File: config.mk
export PLATFORM = sky130hd
export DESIGN_NAME = rr_arbiter16
export DESIGN_NICKNAME = d
export VERILOG_FILES = /design/src/rtl/rr_arbiter16.sv
export SDC_FILE = /design/constraint.sdc
export NUM_CORES = 1
export LEC_CHECK = 0
export CAP_MARGIN = 20
export CORE_UTILIZATION = 30
export DETAILED_ROUTE_END_ITERATION = 8
export HOLD_SLACK_MARGIN = 0.08
export PLACE_DENSITY = 0.55
export SYNTH_ARGS = -nofsm -noshare
export SYNTH_HDL_FRONTEND = slang
export SYNTH_SLANG_ARGS = --single-unit
File: constraint.sdc
create_clock -name clk -period 7 [get_ports clk]
set_input_delay 1.4 -clock clk [delete_from_list [all_inputs] [get_ports clk]]
set_output_delay 1.4 -clock clk [all_outputs]
set_load 0.01 [all_outputs]
File: src/rtl/rr_arbiter16.sv
// rr_arbiter16: 16-way round-robin arbiter that grants exclusive ownership of a shared 16:1 mux path.
// Optional feature: define ARB_TIMEOUT_EN to force a release after HOLD_MAX owned cycles (tmo pulse).
module rr_arbiter16 #(
  parameter int unsigned HOLD_MAX = 16
) (
  input  logic        clk,
  input  logic        rst,
  input  logic [15:0] req,
  input  logic        done,
  output logic [15:0] grant,
  output logic [3:0]  sel,
  output logic        busy,
  output logic        tmo
);

  typedef enum logic {StIdle = 1'b0, StOwn = 1'b1} state_e;

  state_e      state_q, state_d;
  logic [3:0]  ptr_q, ptr_d;
  logic [3:0]  sel_q, sel_d;
  logic [15:0] grant_q, grant_d;

  logic        win_found;
  logic [3:0]  win_idx;
  logic [3:0]  scan_idx;
  logic        owner_release;
  logic        force_release;

  if ((HOLD_MAX == 0) || (HOLD_MAX > 255)) begin : g_hold_max_check
    $error("rr_arbiter16: HOLD_MAX must be within 1..255");
  end

  // In OWN, sel_q always holds the current owner's index.
  assign owner_release = done || !req[sel_q];

`ifdef ARB_TIMEOUT_EN
  localparam logic [7:0] HoldLast = 8'(HOLD_MAX - 1);

  logic [7:0] cnt_q, cnt_d;
  logic       tmo_q, tmo_d;

  // A simultaneous voluntary release takes precedence and is not reported as a timeout.
  assign force_release = (state_q == StOwn) && !owner_release && (cnt_q == HoldLast);

  always_comb begin
    cnt_d = '0;
    tmo_d = force_release;
    if (state_q == StOwn) begin
      cnt_d = cnt_q + 8'd1;
    end
  end

  always_ff @(posedge clk) begin
    if (rst) begin
      cnt_q <= '0;
      tmo_q <= 1'b0;
    end else begin
      cnt_q <= cnt_d;
      tmo_q <= tmo_d;
    end
  end

  assign tmo = tmo_q;
`else
  assign force_release = 1'b0;
  assign tmo           = 1'b0;
`endif

  // First requester at or above ptr, wrapping 15 -> 0.
  always_comb begin
    win_found = 1'b0;
    win_idx   = ptr_q;
    scan_idx  = ptr_q;
    for (int i = 0; i < 16; i++) begin
      scan_idx = ptr_q + 4'(i);
      if (!win_found && req[scan_idx]) begin
        win_found = 1'b1;
        win_idx   = scan_idx;
      end
    end
  end

  always_comb begin
    state_d = state_q;
    ptr_d   = ptr_q;
    sel_d   = sel_q;
    grant_d = grant_q;
    case (state_q)
      StIdle: begin
        if (win_found) begin
          state_d = StOwn;
          sel_d   = win_idx;
          grant_d = 16'(1) << win_idx;
        end
      end
      StOwn: begin
        if (owner_release || force_release) begin
          state_d = StIdle;
          grant_d = '0;
          ptr_d   = sel_q + 4'd1;
        end
      end
      default: begin
        state_d = StIdle;
        grant_d = '0;
      end
    endcase
  end

  always_ff @(posedge clk) begin
    if (rst) begin
      state_q <= StIdle;
      ptr_q   <= '0;
      sel_q   <= '0;
      grant_q <= '0;
    end else begin
      state_q <= state_d;
      ptr_q   <= ptr_d;
      sel_q   <= sel_d;
      grant_q <= grant_d;
    end
  end

  assign grant = grant_q;
  assign sel   = sel_q;
  assign busy  = |grant_q;

endmodule

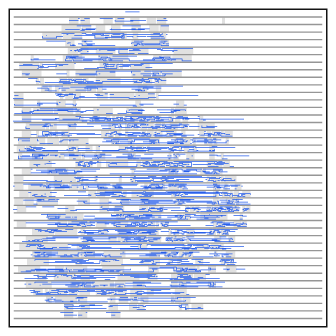
Fig. 1. Metal 1 (run 1).
Supply wires on this layer in gray.
The layer carries 5700 um of wire. The longest straight run is 51.1 um. 436 nets have wire on it. The wires run mostly horizontal. The layer holds 47% of the routed length.

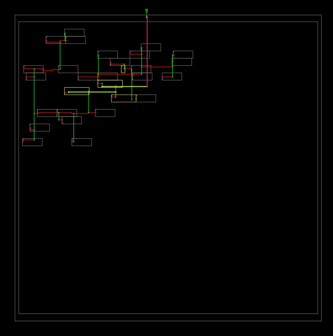
Fig. 2. Clock nets (run 1).
clkbuf count: 4
Clk Latency, worst-skew pair: 0.25 ns
flop count: 25

==> reports/qor.csv, run 1 <==
metric;value;unit
synth_flops;25;
max_slew_margin;36.5;%
rsz0062_at_grt;no;
p_sw;1230;uW
combPwrFrac;84.4;%
antenna_found_initial;0;
drt_iter0_markers;336;
power.internal;1020;uW
cp.arrival;5.49;ns
core;12100;um2
p_sw_share;54.7;%
synthFlopType;dfxtp_1;
seqPwrFrac;10.1;%
via_count;3646;
routed_wl;12100;um
power_density;520;nW/um2
regArea;500;um2
finalSetupViolations;0;
root_buffer;clkbuf_16;
syn_inst;423;
dieWidth;114;um
tightest_slew;0.947;ns
crit_top_cell;buf_4;
hold_path.class;flip-flop to flip-flop;
drv_slew;0;
drive_gt1_share;18.2;%
post-route-drc-count;0;
cts_buffers;3;
yosysTopAreaCell;dfxtp_1;
grt_max_degree;30;
yosysWarnings;0;
path_class;flip-flop to flip-flop;
overflow;0;
cts_buffer_depth;2;
fin_setup_tns;0;ns
top_area_share;13.3;%
r2r_setup_slack;1.71;ns
crit_family;simple AND/OR/NAND/NOR gates;
post-route-period-util;75.5;%
final.fill_count;1295;
period_minus_slack;5.29;ns
gp_congestion;0.901;
path_clk_slew;0.06;ns
cap_violations;0;
power.leakage;0.00146;uW
comb_area;3050;um2
syn-cell-area;3770;um2
fp_nets;451;
fp_util;31.1;%
cts_setup_buffers;0;
synth_seq_share;13.3;%
critPathSlowestCell;nor3_2;
firstDrtPassIters;5;
worstPathRequired;7.20;ns
vias_per_cell;5.89;
cts_max_level;1;
yosys-top-cells-count;nor2_1 (41), mux2i_1 (35), nand2_1 (33);
crit_path_end_kind;flip-flop;
ys_cells;423;
tritoncts;done;
async_reset_ff_share;0;%
cts_hold_buf;0;
io_buffers;39;
p_clk_share;5.5;%
area_leaders;dfxtp_1 (13%), mux4_2 (13%), mux2i_1 (9.3%), mux2_2 (5.4%), nor2_1 (4.1%);
dp_hpwl;9290;um
syn_area_per_cell;8.90;um2
antenna_cells;0;
path_cells;buf_4, inv_2, ha_1, buf_4, mux4_2, mux2_2, mux2i_1, nand3b_1, or3_4, nor2_1, a21oi_1, nor3_2, a22o_2;
postCtsResizedCells;0;
final.setup_skew;0.00233;ns
grt_pass1_wl;19900;um
die_h;114;um
edf_count;0;
yosys_area;3770;um2
ant_nets;0;
io_pins;41;
nNetsFinal;480;
grt_pass1_vias;3521;
ir_drop;0.301;mV
status;complete, no violations;
warning_count;32;
hold_viol_final;0;
grt_usage;19.3;%
critPathBufInv;3;
fmax;189;MHz
synth_cell_type_count;80;
holdWs;0.511;ns
top_cell;nor2_1;
max_stage_delay;0.81;ns
cp-start-kind;flip-flop;
area_growth;14.7;%
worstPathMaxFanout;29;
design.die.area;13000;um2
rows;40;
cts_sinks;25;
routedWlPerCell;19.6;um
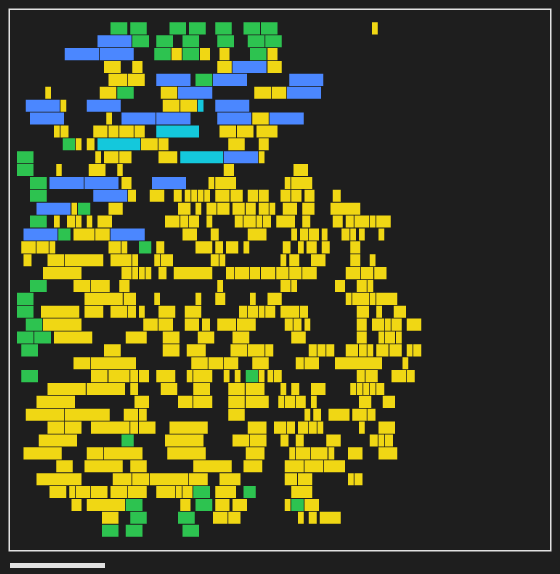
Fig. 3. Cells colored by class (run 1).
Scale bar: 20 um.
Cyan shows clock drivers and dummy loads, cells 4. Yellow shows all other logic, cells 375. Blue shows flip-flops, cells 25. Green shows other buffers and delay cells, cells 47.

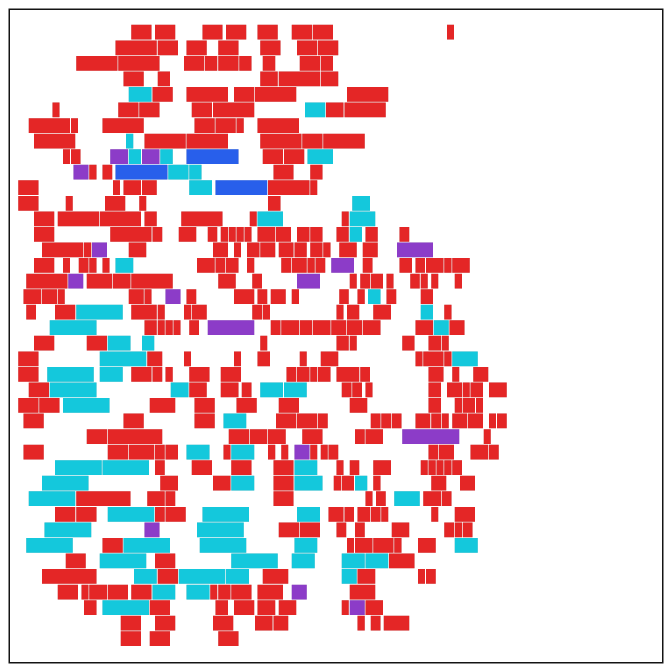
Fig. 4. Cells by drive strength (run 1).
Blue shows drive 6 and up, cells 3, share 0.67%, most used clkbuf_16. Purple shows drive 3 to 4, cells 15, share 3.3%, most used buf_4. Red shows drive 1 or less, cells 369, share 82%, most used nor2_1. Cyan shows drive 2, cells 64, share 14%, most used mux4_2.

==> run 1: metal layers <==
layer,global-route usage [%],up-vias,routed length [um]
li1,-,1736,-
met1,27.5,1771,5700
met2,31.5,121,5650
met3,1.86,18,530
met4,4.59,0,264
met5,0,-,0
==> run 1: final cells by class <==
cell class | count | area share, %
inverters | 8 | 0.695
well taps | 168 | 4.87
multi-input cells | 367 | 70.6
clock buffers | 4 | 1.82
flip-flops and latches | 25 | 11.6
repair buffers | 47 | 10.4
==> run 1: cells in the final DEF, fill, tap and decap left out, types with 11 or more instances in the layout <==
master / instances
nor2_1: 41
nand3_1: 13
xnor2_1: 11
mux2_2: 18
dfxtp_1: 25
nand2_1: 33
clkdlybuf4s50_1: 39
mux2i_1: 35
a21oi_1: 24
mux4_2: 21
a32o_1: 11
==> run 1: stage by stage <==
| step | std cells | worst slack [ns] | util (%) | power (uW) | instance area, um2 |
|---|---|---|---|---|---|
| 6_report | 619 | 1.71 | 35.7 | 2250 | 4320 |
| 5_1_grt | 619 | 1.26 | 35.7 | 2420 | 4320 |
| 4_1_cts | 619 | 1.72 | 35.7 | 2230 | 4320 |
| 3_5_place_dp | 615 | 1.61 | 35.0 | 2090 | 4240 |
| 3_3_place_gp | 615 | 1.66 | 35.0 | 2090 | 4240 |
| 2_1_floorplan | 423 | 2.47 | - | 1600 | 3770 |
==> run 1: logic make-up after synthesis <==
family          after synthesis  synth area share [%]
xor+xnor                     18                  4.19
buf+inv                      31                  5.71
other cells                   1                0.0996
flops                        25                  13.3
compound gates              117                  24.1
mux                          79                  30.3
simple gates                143                  19.4
fa+ha+maj                     9                  2.99
==> run 1: final timing paths <==
check | to | start | cells past startpoint
max | grant[9]$_SDFFE_PP0P_ | ptr_q[0]$_SDFFE_PP0P_ | 13
min | grant[4]$_SDFFE_PP0P_ | grant[4]$_SDFFE_PP0P_ | 1
max reg2reg | grant[9]$_SDFFE_PP0P_ | ptr_q[0]$_SDFFE_PP0P_ | 13
min reg2reg | grant[4]$_SDFFE_PP0P_ | grant[4]$_SDFFE_PP0P_ | 1
==> run 1: power groups by stage <==
stage                     sequential [uW]  combinational (uW)  clock, uW
after detailed placement              230                1860          0
after floorplan                       232                1370          0
after CTS                             228                1870        126
final                                 227                1900        124
after global routing                  234                2060        131
after global placement                230                1860          0
==> run 1: registers in the layout, summed over array words and instances (netlist names) <==
signal / flops
ptr_q: 4
state_q: 1
sel: 4
grant: 16
==> run 1 -> run 2 <==
Settings changed: PLACE_DENSITY 0.55 to 0.56.
Clock period 7 ns to 4.8 ns, I/O delays scaled along.
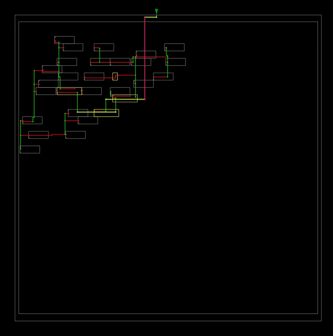
Fig. 5. Clock nets (run 2).
clock skew: 0.00281 ns
clk pwr: 181 uW

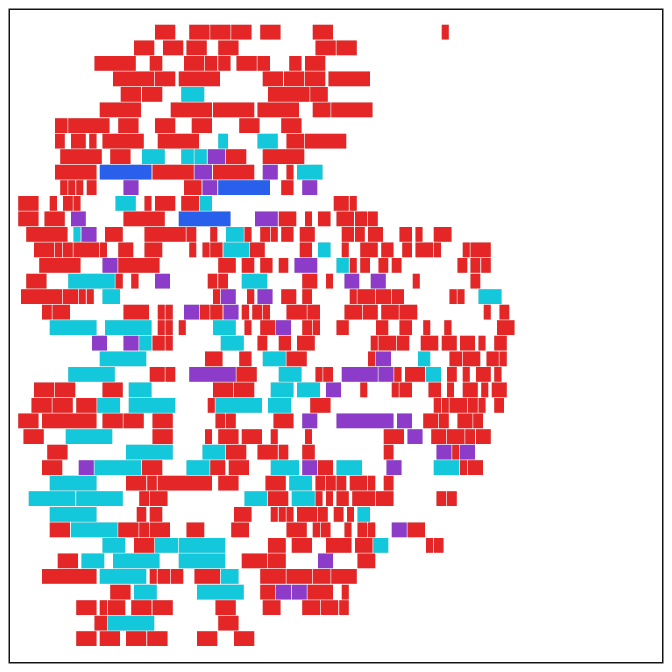
Fig. 6. Cells by drive strength (run 2).
Cyan shows drive 2, cells 65, share 14%, most used mux4_2. Blue shows drive 6 and up, cells 3, share 0.63%, most used clkbuf_16. Red shows drive 1 or less, cells 368, share 77%, most used nor2_1. Purple shows drive 3 to 4, cells 39, share 8.2%, most used buf_4.

==> run 2 against run 1 <==
- routed wire length down 0.15%
- first-iteration DRC count fell by 7.1%
- design area rose by 4.2%
- setup slack got worse by 1.4 ns
- die area is the same
- sequential share of layout area decreased by 0.47 points
- synthesized cell count unchanged
- clock power grew 46%
- largest cell class unchanged
- highest routed layer unchanged
==> reports/qor.csv, run 2 <==
metric;value;unit;change
period_minus_slack;4.46;ns;
power.leakage;0.00158;uW;was 0.00146 uW
worstPathMaxFanout;5;;was 29
die_h;114;um;unchanged
syn_area_per_cell;8.90;um2;unchanged
routed_wl;12100;um;about the same
cts_max_level;1;;unchanged
antenna_cells;0;;unchanged
cts_buffer_depth;2;;unchanged
async_reset_ff_share;0;%;unchanged
design.die.area;13000;um2;unchanged
grt_pass1_wl;18900;um;was 19900 um
io_buffers;39;;unchanged
r2r_start;ptr_q[0]$_SDFFE_PP0P_;;unchanged
crit_path_end_kind;flip-flop;;unchanged
grt_max_degree;29;;was 30
nNetsFinal;504;;was 480
ys_cells;423;;unchanged
routedWlPerCell;18.9;um;was 19.6 um
post-route-drc-count;0;;unchanged
postCtsResizedCells;0;;unchanged
fin_setup_tns;0;ns;unchanged
ant_nets;0;;unchanged
hold_path.class;flip-flop to flip-flop;;unchanged
lay_top_cells;nor2_1 (41), clkdlybuf4s50_1 (39), mux2i_1 (35);;unchanged
finalInstanceArea;4500;um2;was 4320 um2
firstDrtPassIters;5;;unchanged
path_clk_slew;0.06;ns;about the same
power.internal;1640;uW;was 1020 uW
top_cell;nor2_1;;unchanged
fmax;224;MHz;
io_pins;41;;unchanged
ir_drop;0.424;mV;was 0.301 mV
drive_gt1_share;22.5;%;was 18.2%
cts_buffers;3;;unchanged
worstHoldStart;grant[5]$_SDFFE_PP0P_;;was grant[4]$_SDFFE_PP0P_
tritoncts;done;;unchanged
cp.arrival;4.61;ns;was 5.49 ns
finalSetupViolations;0;;unchanged
status;complete, no violations;;unchanged
drt_iter0_markers;312;;was 336
yosys-top-cells-count;nor2_1 (41), mux2i_1 (35), nand2_1 (33);;unchanged
cts_hold_buf;0;;unchanged
dieWidth;114;um;unchanged
grt_usage;18.4;%;was 19.3%
path_class;input port to flip-flop;;was flip-flop to flip-flop
seqPwrFrac;10.0;%;was 10.1%
cap_violations;0;;unchanged
rsz0062_at_grt;no;;unchanged
yosys_area;3770;um2;unchanged
synth_seq_share;13.3;%;unchanged
worstPathRequired;4.95;ns;was 7.20 ns
combPwrFrac;84.8;%;was 84.4%
synth_flops;25;;unchanged
antenna_found_initial;0;;unchanged
largest_reg_flops;16;;unchanged
max_slew_margin;46.8;%;was 36.5%
power_density;772;nW/um2;was 520 nW/um2
fp_nets;451;;unchanged
root_buffer;clkbuf_16;;unchanged
yosysTopAreaCell;dfxtp_1;;unchanged
fp_util;31.1;%;unchanged
cp-start-kind;input port;;was flip-flop
synth_cell_type_count;80;;unchanged
cts_sinks;25;;unchanged
tightest_slew;0.776;ns;was 0.947 ns
post-route-period-util;92.9;%;
dp_hpwl;9650;um;was 9290 um
cts_setup_buffers;0;;unchanged
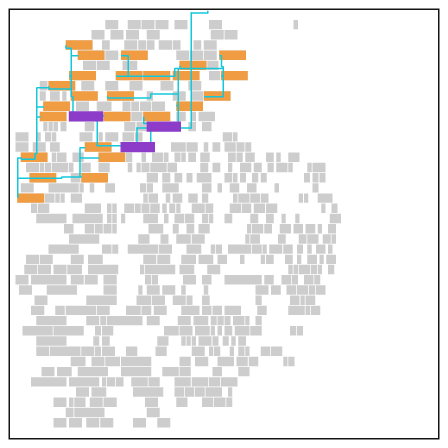
Fig. 7. Clock wires, drivers and flops (run 2).
Purple shows cells driving clock nets, count 3. Cyan shows clock wires, length 302 um. Orange shows flip-flops, count 25.
There are 4 routed clock nets.
Clk network pwr share: 5.2%
Clk Latency, worst-skew pair: 0.26 ns

## run 2: cell counts after synthesis
No cell type changed its count.
## run 2: worst paths after layout
check | to | slack (ns) | cells after the start
worst min-delay path | grant[5]$_SDFFE_PP0P_ | 0.49 | 1
worst min register to register | grant[5]$_SDFFE_PP0P_ | 0.49 | 1
worst max register to register | grant[6]$_SDFFE_PP0P_ | 0.59 | 13
worst max-delay path | grant[6]$_SDFFE_PP0P_ | 0.34 | 12
## run 2: cell type report
class,count,area (um2)
Fill cell,1283,7610
Inverter,8,30.0
Timing Repair Buffer,71,631
Clock buffer,3,75.1
Tap cell,168,210
Multi-Input combinational cell,367,3050
Sequential cell,25,500
Clock inverter,1,5.00
## run 2: logic make-up (layout without fill, tap and decap cells)
group / count (synthesis) / in the layout / synth area share, %
multiplexers: 79 / 79 / 30.3
flip-flops: 25 / 25 / 13.3
adder cells (fa/ha/maj): 9 / 9 / 2.99
XOR/XNOR: 18 / 18 / 4.19
AND/OR/NAND/NOR: 143 / 143 / 19.4
buffers and inverters: 31 / 83 / 5.71
other: 1 / 1 / 0.0996
AND-OR/OR-AND: 117 / 117 / 24.1
## run 2: per-layer routing
metal	part of all wire (%)	vias to the layer above	global-route usage, %
met1	46	1836	25.9
met3	4.9	24	1.59
met5	0	-	0
met4	2.7	0	5.63
li1	-	1783	-
met2	46	127	30.0
## run 2: power groups by stage
stage	sequential, uW	combinational, uW	clock (uW)
floorplan	339	2000	0
global placement	350	2900	0
detailed placement	350	2890	0
CTS	346	2900	183
global route	355	3160	192
finish	346	2950	181
## run 2: worst max-delay path: stages
cell and delay (ns):
clkdlybuf4s50_1 0.46, buf_4 0.18, mux4_2 0.44, mux2_2 0.35, nand2_1 0.17, o2111ai_1 0.23
or3_4 0.49, nor3b_1 0.38, nor4_1 0.20, xnor2_1 0.34, nor2_2 0.13, a32o_1 0.27
## run 2: through the flow
stage / cells / utilization [%] / worst slack (ns) / total power, uW / hold WS (ns)
after detailed placement: 639 / 36.5 / 0.140 / 3240 / 0.485
after global routing: 643 / 37.2 / 0.179 / 3710 / 0.524
final: 643 / 37.2 / 0.342 / 3470 / 0.495
after CTS: 643 / 37.2 / 0.398 / 3430 / 0.500
after floorplan: 423 / - / 0.271 / 2340 / 0.531
after global placement: 639 / 36.5 / 0.0647 / 3250 / 0.482
==> run 2 -> run 3 <==
Settings changed: SLEW_MARGIN from default to 10, TNS_END_PERCENT from default to 50.
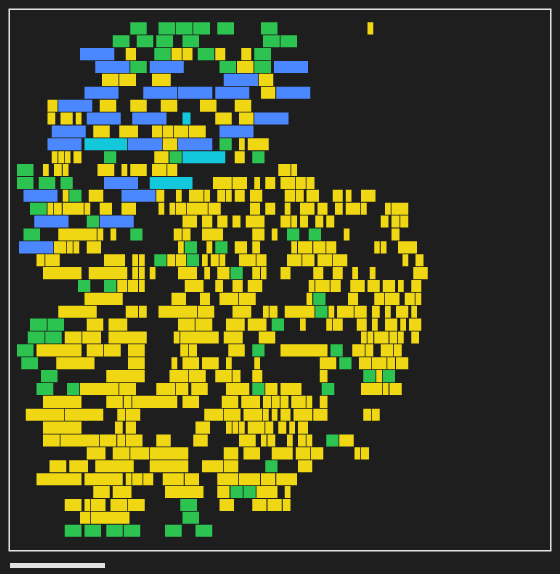
Fig. 8. Cells colored by class (run 3).
Scale bar: 20 um.
Yellow shows all other logic, cells 375. Blue shows flip-flops, cells 25. Green shows other buffers and delay cells, cells 71. Cyan shows clock drivers and dummy loads, cells 4.
post-route cell area: 4500 um2
std cell rows: 40

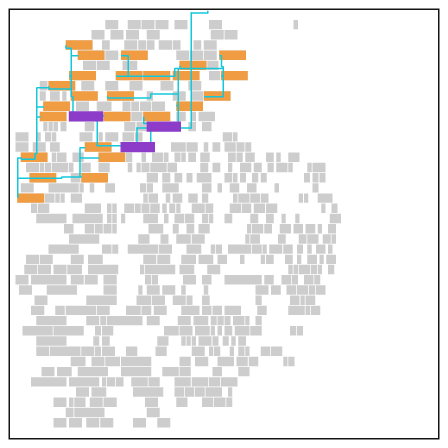
Fig. 9. Clock wires, drivers and flops (run 3).
Purple shows cells driving clock nets, count 3. Cyan shows clock wires, length 302 um. Orange shows flip-flops, count 25.
There are 4 routed clock nets.

==> run 3 against run 2 <==
- clock power about the same
- largest power group unchanged
- synthesized cell count stayed put
- sequential share of layout area did not move
- die area unchanged
- clock-buffer cell count unchanged
- register-to-register slack about the same
==> reports/qor.csv, run 3 <==
metric;value;unit;change
synth_cell_type_count;80;;unchanged
cts_buffer_depth;2;;unchanged
synth_seq_share;13.3;%;unchanged
overflow;0;;unchanged
async_reset_ff_share;0;%;unchanged
yosys_area;3770;um2;unchanged
crit_path_end_kind;flip-flop;;unchanged
post-route-period-util;92.9;%;unchanged
path_clk_slew;0.06;ns;about the same
dp_hpwl;9650;um;unchanged
edf_count;0;;unchanged
worstSetupEndpoint;grant[6]$_SDFFE_PP0P_;;unchanged
fin_setup_tns;0;ns;unchanged
cap_violations;0;;unchanged
firstDrtPassIters;5;;unchanged
core;12100;um2;unchanged
tritoncts;done;;unchanged
routed_wl;12100;um;unchanged
cts_setup_buffers;0;;unchanged
cts_hold_buf;0;;unchanged
drt_iter0_markers;312;;unchanged
fp_util;31.1;%;unchanged
routedWlPerCell;18.9;um;unchanged
fmax;224;MHz;unchanged
die_h;114;um;unchanged
antenna_found_initial;0;;unchanged
path_class;input port to flip-flop;;unchanged
cts_max_level;1;;unchanged
final.fill_count;1283;;unchanged
gp_congestion;0.978;;unchanged
fp_nets;451;;unchanged
area_leaders;dfxtp_1 (13%), mux4_2 (13%), mux2i_1 (9.3%), mux2_2 (5.4%), nor2_1 (4.1%);;unchanged
grt_max_degree;29;;unchanged
synthFlopType;dfxtp_1;;unchanged
syn-cell-area;3770;um2;unchanged
r2r_start;ptr_q[0]$_SDFFE_PP0P_;;unchanged
post-route-drc-count;0;;unchanged
io_pins;41;;unchanged
lay_top_cells;nor2_1 (41), clkdlybuf4s50_1 (39), mux2i_1 (35);;unchanged
nNetsFinal;504;;unchanged
met2_length;5570;um;unchanged
area_growth;19.5;%;unchanged
drv_slew;0;;unchanged
tightest_slew;0.776;ns;unchanged
grt_pass1_vias;3466;;unchanged
hold_viol_final;0;;unchanged
warning_count;32;;unchanged
drive_gt1_share;22.5;%;unchanged
via_count;3770;;unchanged
critPathSlowestCell;or3_4;;unchanged
yosysTopAreaCell;dfxtp_1;;unchanged
antenna_cells;0;;unchanged
power_density;772;nW/um2;unchanged
cp.arrival;4.61;ns;about the same
ir_drop;0.424;mV;unchanged
io_buffers;39;;unchanged
yosys-top-cells-count;nor2_1 (41), mux2i_1 (35), nand2_1 (33);;unchanged
rr_endpoint;grant[6]$_SDFFE_PP0P_;;unchanged
dieWidth;114;um;unchanged
rsz0062_at_grt;no;;unchanged
status;complete, no violations;;unchanged
top_cell;nor2_1;;unchanged
topRoutingLayerUsed;met4;;unchanged
top_area_share;13.3;%;unchanged
max_stage_delay;0.49;ns;about the same
largest_reg_flops;16;;unchanged
path_cells;clkdlybuf4s50_1, buf_4, mux4_2, mux2_2, nand2_1, o2111ai_1, or3_4, nor3b_1, nor4_1, xnor2_1, nor2_2, a32o_1;;unchanged
worstPathRequired;4.95;ns;about the same
routed-wl-met3;593;um;unchanged
syn_area_per_cell;8.90;um2;unchanged
cp-start-kind;input port;;unchanged
startpoint;req[4];;unchanged
period_minus_slack;4.46;ns;unchanged
synth_flops;25;;unchanged
postCtsResizedCells;0;;unchanged
holdWs;0.495;ns;unchanged
clk_latency;0.26;ns;about the same
ff2ff_path_depth;13;;unchanged
syn_inst;423;;unchanged
drt-met1-wl;5630;um;unchanged
mostFrequentLayoutCell;nor2_1;;unchanged
power.leakage;0.00158;uW;unchanged
vias_per_cell;5.86;;unchanged
hold_path.class;flip-flop to flip-flop;;unchanged
worstPathMaxFanout;5;;unchanged
ys_cells;423;;unchanged
root_buffer;clkbuf_16;;unchanged
grt_pass1_wl;18900;um;unchanged
max_slew_margin;46.8;%;unchanged
r2r_setup_slack;0.59;ns;about the same
design.die.area;13000;um2;unchanged
ant_nets;0;;unchanged
final.setup_skew;0.00281;ns;unchanged
finalSetupViolations;0;;unchanged
grt_usage;18.4;%;unchanged
yosysWarnings;0;;unchanged
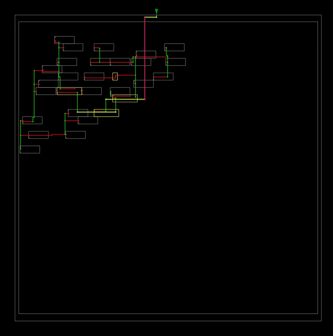
Fig. 10. Clock nets (run 3).
clkbuf count: 3
CTS buffer count: 3
clock sinks: 25

## run 3: cell counts after synthesis
Identical to the previous run, type by type.
## run 3: cell families (layout without fill, tap and decap cells)
family	after synthesis	in the layout	synth area share [%]
simple gates	143	143	19.4
compound gates	117	117	24.1
mux	79	79	30.3
buf+inv	31	83	5.71
flops	25	25	13.3
xor+xnor	18	18	4.19
fa+ha+maj	9	9	2.99
other cells	1	1	0.0996
## run 3: cell type report
class                   instances  area, um2  share of cell area [%]
multi-input cells             367       3050                    67.8
repair buffers                 71        631                    14.0
flip-flops and latches         25        500                    11.1
well taps                     168        210                    4.67
clock buffers                   3       75.1                    1.67
inverters                       8       30.0                   0.667
clock inverters                 1       5.00                   0.111
## run 3: worst min path at each step
stage,start,cells after the start,slack [ns],end
after floorplan,grant[4]$_SDFFE_PP0P_,1,0.53,grant[4]$_SDFFE_PP0P_
after global placement,grant[6]$_SDFFE_PP0P_,1,0.48,grant[6]$_SDFFE_PP0P_
after detailed placement,grant[5]$_SDFFE_PP0P_,1,0.49,grant[5]$_SDFFE_PP0P_
after CTS,grant[5]$_SDFFE_PP0P_,1,0.50,grant[5]$_SDFFE_PP0P_
after global routing,grant[6]$_SDFFE_PP0P_,1,0.52,grant[6]$_SDFFE_PP0P_
final,grant[5]$_SDFFE_PP0P_,1,0.49,grant[5]$_SDFFE_PP0P_
## run 3: metal layers
layer	vias to the layer above	track usage, %
li1	1783	-
met4	0	5.63
met5	-	0
met3	24	1.59
met2	127	30.0
met1	1836	25.9
## run 3: power by group
| group | total (uW) | leakage, uW | switching, uW | internal (uW) |
|---|---|---|---|---|
| clock | 181 | 0.0000409 | 69.4 | 112 |
| combinational | 2950 | 0.00133 | 1680 | 1270 |
| sequential | 346 | 0.000203 | 80.7 | 265 |
## run 3: per-stage QoR
stage | instance area [um2] | util, % | total power (uW) | worst slack, ns | instances
3_3_place_gp | 4420 | 36.5 | 3250 | 0.0647 | 639
4_1_cts | 4500 | 37.2 | 3430 | 0.398 | 643
6_report | 4500 | 37.2 | 3470 | 0.342 | 643
5_1_grt | 4500 | 37.2 | 3710 | 0.179 | 643
2_1_floorplan | 3770 | - | 2340 | 0.271 | 423
3_5_place_dp | 4420 | 36.5 | 3240 | 0.140 | 639
## run 3: critical path: cells and delay by family
kind / cells / cell delay [ns]
AND/OR/NAND/NOR: 5 / 1.37
AND-OR/OR-AND: 2 / 0.50
XOR/XNOR: 1 / 0.34
buffers and inverters: 2 / 0.64
multiplexers: 2 / 0.79
Power and IR drop assume default switching activity.
